gate_families.png
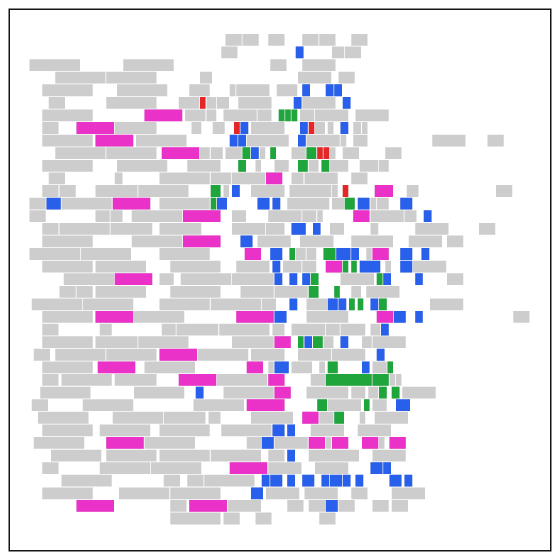
metal_stack.png
Two of the layers only.
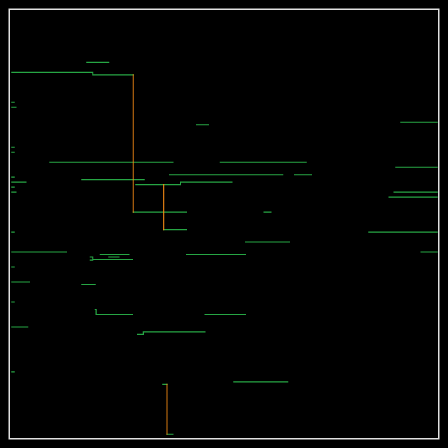
final_congestion.png
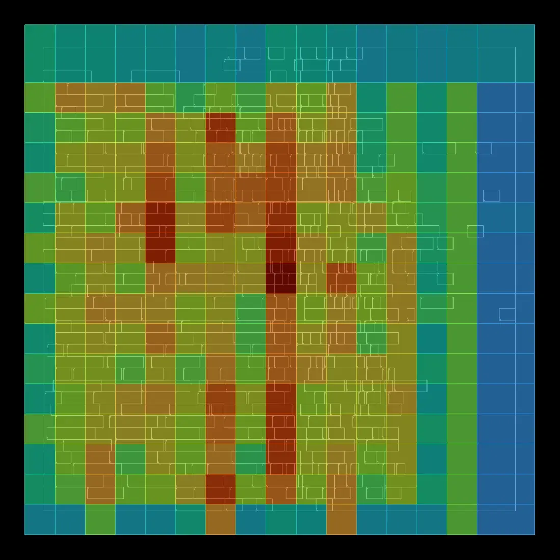
registers.png
Scale bar: 20 microns.
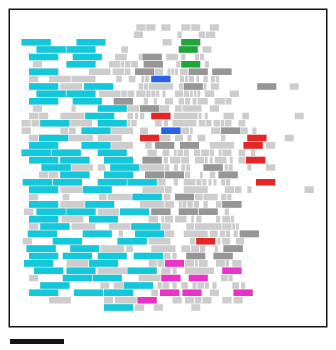
drive_strength.png
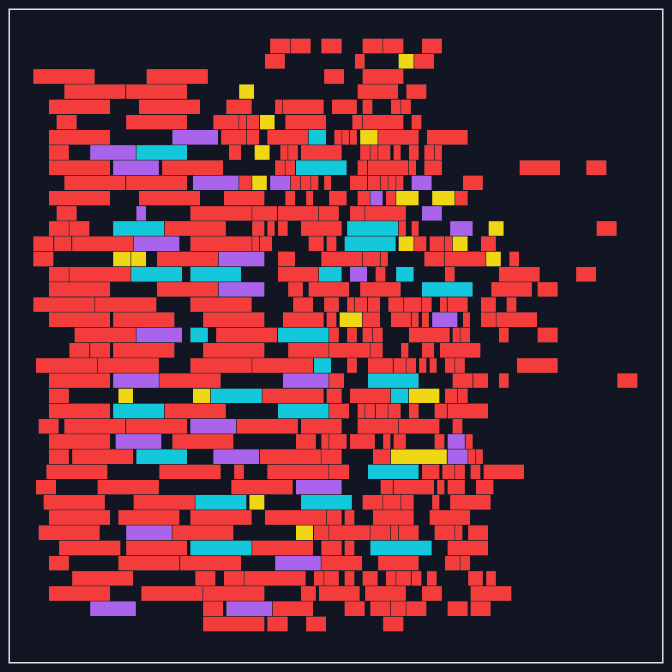
===== config.mk =====
export PLATFORM = sky130hd
export DESIGN_NAME = plot_queue
export DESIGN_NICKNAME = d
export VERILOG_FILES = /design/src/rtl/plot_pkg.sv /design/src/rtl/plot_fifo.sv /design/src/rtl/plot_queue.sv
export SDC_FILE = /design/constraint.sdc
export NUM_CORES = 1
export LEC_CHECK = 0
export CORE_MARGIN = 4
export CORE_UTILIZATION = 41
export CTS_CLUSTER_DIAMETER = 30
export DETAILED_ROUTE_END_ITERATION = 16
export MAX_ROUTING_LAYER = met4
export PLACE_DENSITY = 0.69
export SETUP_SLACK_MARGIN = 0.15
export SYNTH_ARGS = -nofsm -noshare
export SYNTH_HDL_FRONTEND = slang
export SYNTH_SLANG_ARGS = --single-unit

===== constraint.sdc =====
create_clock -name clk -period 4.2 [get_ports clk]
set_input_delay 0.84 -clock clk [delete_from_list [all_inputs] [get_ports clk]]
set_output_delay 0.84 -clock clk [all_outputs]
set_load 0.03 [all_outputs]

===== src/rtl/plot_pkg.sv =====
// Shared definitions for the pixel plot path: screen size defaults, queue states,
// colour constants and the packed FIFO entry layout.
package plot_pkg;

  localparam int unsigned WIDTH_DEF  = 160;
  localparam int unsigned HEIGHT_DEF = 120;

  localparam logic [2:0] BLACK = 3'b000;
  localparam logic [2:0] RED   = 3'b100;
  localparam logic [2:0] BLUE  = 3'b001;

  typedef enum logic {
    StRun   = 1'b0,
    StClear = 1'b1
  } plot_state_e;

  // 18-bit FIFO entry; row is truncated to 7 bits to match the adapter.
  typedef struct packed {
    logic [7:0] x;
    logic [6:0] y;
    logic [2:0] colour;
  } plot_entry_t;

  localparam int unsigned EntryBits = $bits(plot_entry_t);

endpackage


===== src/rtl/plot_fifo.sv =====
// Small synchronous FIFO for pending plot requests, with a single-cycle flush.
module plot_fifo #(
  parameter int unsigned DEPTH = 4,
  parameter int unsigned DW    = 18
) (
  input  logic          clk,
  input  logic          reset,
  input  logic          flush,
  input  logic          push,
  input  logic          pop,
  input  logic [DW-1:0] wdata,
  output logic [DW-1:0] rdata,
  output logic          full,
  output logic          empty
);

  localparam int unsigned AW = (DEPTH > 1) ? $clog2(DEPTH) : 1;

  logic [DW-1:0] mem [DEPTH];
  logic [AW-1:0] wr_ptr_q, rd_ptr_q;
  logic [AW:0]   count_q;
  logic          push_ok, pop_ok;

  assign empty   = (count_q == '0);
  assign full    = (count_q == (AW+1)'(DEPTH));
  assign pop_ok  = pop & ~empty;
  // A simultaneous pop frees a slot, so a full FIFO can still accept.
  assign push_ok = push & (~full | pop_ok);
  assign rdata   = mem[rd_ptr_q];

  always_ff @(posedge clk) begin
    if (reset || flush) begin
      wr_ptr_q <= '0;
      rd_ptr_q <= '0;
      count_q  <= '0;
    end else begin
      if (push_ok) wr_ptr_q <= wr_ptr_q + 1'b1;
      if (pop_ok)  rd_ptr_q <= rd_ptr_q + 1'b1;
      unique case ({push_ok, pop_ok})
        2'b10:   count_q <= count_q + 1'b1;
        2'b01:   count_q <= count_q - 1'b1;
        default: count_q <= count_q;
      endcase
    end
  end

  always_ff @(posedge clk) begin
    if (push_ok && !reset && !flush) mem[wr_ptr_q] <= wdata;
  end

endmodule


===== src/rtl/plot_queue.sv =====
// Buffers single-pixel draw requests and drains them to the VGA plot port;
// also performs a row-major full-screen clear sweep.
module plot_queue
  import plot_pkg::*;
#(
  parameter int unsigned DEPTH        = 4,
  parameter int unsigned WIDTH        = WIDTH_DEF,
  parameter int unsigned HEIGHT       = HEIGHT_DEF,
  parameter logic [2:0]  CLEAR_COLOUR = BLACK
) (
  input  logic       clk,
  input  logic       reset,
  input  logic       draw_en,
  input  logic [7:0] x,
  input  logic [7:0] y,
  input  logic [2:0] colour,
  input  logic       clear,
  input  logic       vga_ready,
  output logic [7:0] vga_x,
  output logic [6:0] vga_y,
  output logic [2:0] vga_colour,
  output logic       vga_plot,
  output logic       busy,
  output logic       overflow,
  output logic       oob
);

  localparam logic [7:0] XLimit = 8'(WIDTH);
  localparam logic [7:0] YLimit = 8'(HEIGHT);
  localparam logic [7:0] XLast  = 8'(WIDTH - 1);
  localparam logic [6:0] YLast  = 7'(HEIGHT - 1);

  plot_state_e state_q, state_d;
  logic [7:0]  cx_q, cx_d;
  logic [6:0]  cy_q, cy_d;
  logic [7:0]  vga_x_q, vga_x_d;
  logic [6:0]  vga_y_q, vga_y_d;
  logic [2:0]  vga_colour_q, vga_colour_d;
  logic        vga_plot_q, vga_plot_d;
  logic        overflow_q, overflow_d;
  logic        oob_q, oob_d;

  logic        fifo_push, fifo_pop, fifo_flush, fifo_full, fifo_empty;
  plot_entry_t fifo_wdata, fifo_rdata;
  logic        in_range, req_live;

  assign in_range = (x < XLimit) && (y < YLimit);
  // A clear request from RUN swallows this cycle's draw request silently.
  assign req_live = draw_en && !((state_q == StRun) && clear);

  assign fifo_wdata = '{x: x, y: y[6:0], colour: colour};

  plot_fifo #(
    .DEPTH (DEPTH),
    .DW    (EntryBits)
  ) u_fifo (
    .clk   (clk),
    .reset (reset),
    .flush (fifo_flush),
    .push  (fifo_push),
    .pop   (fifo_pop),
    .wdata (fifo_wdata),
    .rdata (fifo_rdata),
    .full  (fifo_full),
    .empty (fifo_empty)
  );

  always_comb begin
    state_d      = state_q;
    cx_d         = cx_q;
    cy_d         = cy_q;
    vga_x_d      = vga_x_q;
    vga_y_d      = vga_y_q;
    vga_colour_d = vga_colour_q;
    vga_plot_d   = 1'b0;
    overflow_d   = overflow_q;
    oob_d        = oob_q;
    fifo_push    = 1'b0;
    fifo_pop     = 1'b0;
    fifo_flush   = 1'b0;

    unique case (state_q)
      StRun: begin
        if (clear) begin
          fifo_flush = 1'b1;
          cx_d       = '0;
          cy_d       = '0;
          state_d    = StClear;
        end else if (vga_ready && !fifo_empty) begin
          fifo_pop     = 1'b1;
          vga_plot_d   = 1'b1;
          vga_x_d      = fifo_rdata.x;
          vga_y_d      = fifo_rdata.y;
          vga_colour_d = fifo_rdata.colour;
        end
      end
      StClear: begin
        if (vga_ready) begin
          vga_plot_d   = 1'b1;
          vga_x_d      = cx_q;
          vga_y_d      = cy_q;
          vga_colour_d = CLEAR_COLOUR;
          if (cx_q == XLast) begin
            cx_d = '0;
            if (cy_q == YLast) begin
              cy_d    = '0;
              state_d = StRun;
            end else begin
              cy_d = cy_q + 1'b1;
            end
          end else begin
            cx_d = cx_q + 1'b1;
          end
        end
      end
      default: state_d = StRun;
    endcase

    if (req_live) begin
      if (!in_range) begin
        oob_d = 1'b1;
      end else if (fifo_full && !fifo_pop) begin
        overflow_d = 1'b1;
      end else begin
        fifo_push = 1'b1;
      end
    end
  end

  always_ff @(posedge clk) begin
    if (reset) begin
      state_q      <= StRun;
      cx_q         <= '0;
      cy_q         <= '0;
      vga_x_q      <= '0;
      vga_y_q      <= '0;
      vga_colour_q <= '0;
      vga_plot_q   <= 1'b0;
      overflow_q   <= 1'b0;
      oob_q        <= 1'b0;
    end else begin
      state_q      <= state_d;
      cx_q         <= cx_d;
      cy_q         <= cy_d;
      vga_x_q      <= vga_x_d;
      vga_y_q      <= vga_y_d;
      vga_colour_q <= vga_colour_d;
      vga_plot_q   <= vga_plot_d;
      overflow_q   <= overflow_d;
      oob_q        <= oob_d;
    end
  end

  assign vga_x      = vga_x_q;
  assign vga_y      = vga_y_q;
  assign vga_colour = vga_colour_q;
  assign vga_plot   = vga_plot_q;
  assign overflow   = overflow_q;
  assign oob        = oob_q;
  assign busy       = (state_q == StClear) || !fifo_empty;

endmodule


==> results.py <==
# Flow results
metrics = {
    "routing": {
        "routed_wl_mm": 10.07,
        "wl_per_cell_microns": 18.11,
        "dr.first_iter.drc_count": 173,
        "drc_errors": 0,
        "viasPerCell": 5.469,
    },
    "timing": {
        "fin_skew_ns": 0.007480,
        "worst_pin_slew_ns": 1.073,
        "fin_tns_setup_ns": 0,
        "finalHoldViolations": 0,
    },
    "cts": {
        "clk_latency_ns": 0.40,
        "cts_inserted_buffers": 17,
        "cts-resized-gates": 0,
    },
    "setup_path": {
        "r2r-end": "u_fifo.count_q[2]",
        "critPathCapture": "u_fifo.count_q[2]",
        "reg2reg_slack_ns": 1.62,
        "crit_arrival_ns": 3.30,
        "critPathSlowestCell": "clkdlybuf4s50_1",
        "cp.depth": 9,
        "r2r_start": "state_q",
    },
    "finish": {
        "final_cell_count_no_fill": 556,
        "drive_above_1_share_pct": 17.92,
    },
    "global_route": {
        "busiest_layer": "met2",
        "grt_pass1_vias": 3130,
        "antenna_found_initial": 0,
    },
    "logic_synthesis": {
        "ys_sh_simple_pct": 9.521,
        "synthTopCellsByCount": "edfxtp_1, dfxtp_1, a21oi_1",
        "synthXorXnorAreaFrac_pct": 1.449,
        "ys_sh_mux_pct": 11.72,
        "ys_top_cells_by_area": "edfxtp_1, dfxtp_1, mux4_2",
    },
    "place": {
        "globalplace.congestion": 0.8237,
    },
    "pwr": {
        "internal_power_w": 0.002208,
        "p_clk_w": 0.00143,
        "seq_power_share_pct": 43.9,
        "leakagePower_nw": 1.959,
    },
    "status": {
        "outcome": "completed",
    },
    "worst_hold_path": {
        "hp-class": "reg2reg",
    },
    "floorplanning": {
        "ioPinCount": 46,
        "fp-row-count": 39,
        "die_y_microns": 116.6,
    },
}
Back to the opening pictures, gate_families.png:
color	family	cells	most used
red	inverters	6	inv_1
blue	inverting AOI/OAI gates	70	a21oi_1
green	NAND gates	34	nand2_1
magenta	multiplexers	34	mux4_2

Back to the opening pictures, metal_stack.png:
color	layer	wire length
orange	met4	63.2 microns
green	met3	422 microns

Back to the opening pictures, final_congestion.png:
global-route usage over all layers: 16.56%
met2 Track Usage GR: 26.24%

Back to the opening pictures, registers.png:
color	netlist name	flops
cyan	u_fifo.mem	72
magenta	vga_x	8
red	vga_y	7
blue	u_fifo.rd_ptr_q	2
green	vga_colour	3
not colored	26
Seq power: 0.00126 W
post-layout util: 52.84%

Back to the opening pictures, drive_strength.png:
color	size	cells
purple	drive 2	28
red	drive 1 or less	339
yellow	drive 3 to 4	21
cyan	drive 6 and up	25
area grow syn2layout: 25.30%
bufs w/o clock: 55
Setup WS post-layout: 1.233 ns
fin area: 6060 sq um

[kinds of logic (layout without fill, tap and decap cells)]
| group | after synthesis | in the layout |
|---|---|---|
| buffers and inverters | 21 | 93 |
| AND-OR/OR-AND | 72 | 72 |
| flip-flops | 118 | 118 |
| AND/OR/NAND/NOR | 80 | 80 |
| adder cells (fa/ha/maj) | 8 | 8 |
| multiplexers | 34 | 34 |
| XOR/XNOR | 8 | 8 |
[area by class of cell]
type,count,area (sq um)
clock inverter,15,170.2
fill,918,5408
sequential,118,3083
tap,143,178.9
multi-input combinational,202,1654
timing repair buffer,55,525.5
clock buffer,17,425.4
inverter,6,22.52
[cell usage in the layout (no fill, tap or decap), drive strengths merged, types with 5 or more instances in the layout]
cell type / count
clkdlybuf4s50: 45
nand3: 8
ha: 7
inv: 12
nor2: 21
clkbuf: 17
a211oi: 15
buf: 10
a21oi: 34
nand4: 6
or3: 5
o21ai: 11
xor2: 6
mux2i: 15
nand2: 15
mux4: 18
edfxtp: 72
clkinv: 5
dfxtp: 46
[sequential cells by signal, indices dropped and copies added, names as in the netlist, named ones only]
register	count
cx_q	8
cy_q	7
oob	1
overflow	1
state_q	1
u_fifo.count_q	3
u_fifo.mem	72
u_fifo.rd_ptr_q	2
u_fifo.wr_ptr_q	2
vga_colour	3
vga_plot	1
vga_x	8
vga_y	7
[stage by stage]
step / instance area [sq um] / power [W] / hold slack, ns / utilization (%) / worst slack, ns
global route: 6060 / 0.002967 / 0.5179 / 52.84 / 1.126
finish: 6060 / 0.002865 / 0.4820 / 52.84 / 1.233
detailed placement: 5464 / 0.001457 / 0.4720 / 47.65 / 0.8765
global placement: 5464 / 0.001453 / 0.4768 / 47.65 / 0.9550
CTS: 6060 / 0.002885 / 0.4808 / 52.84 / 1.266
floorplan: 4836 / 0.001378 / 0.4733 / - / 1.556
Power and IR drop assume default switching activity.
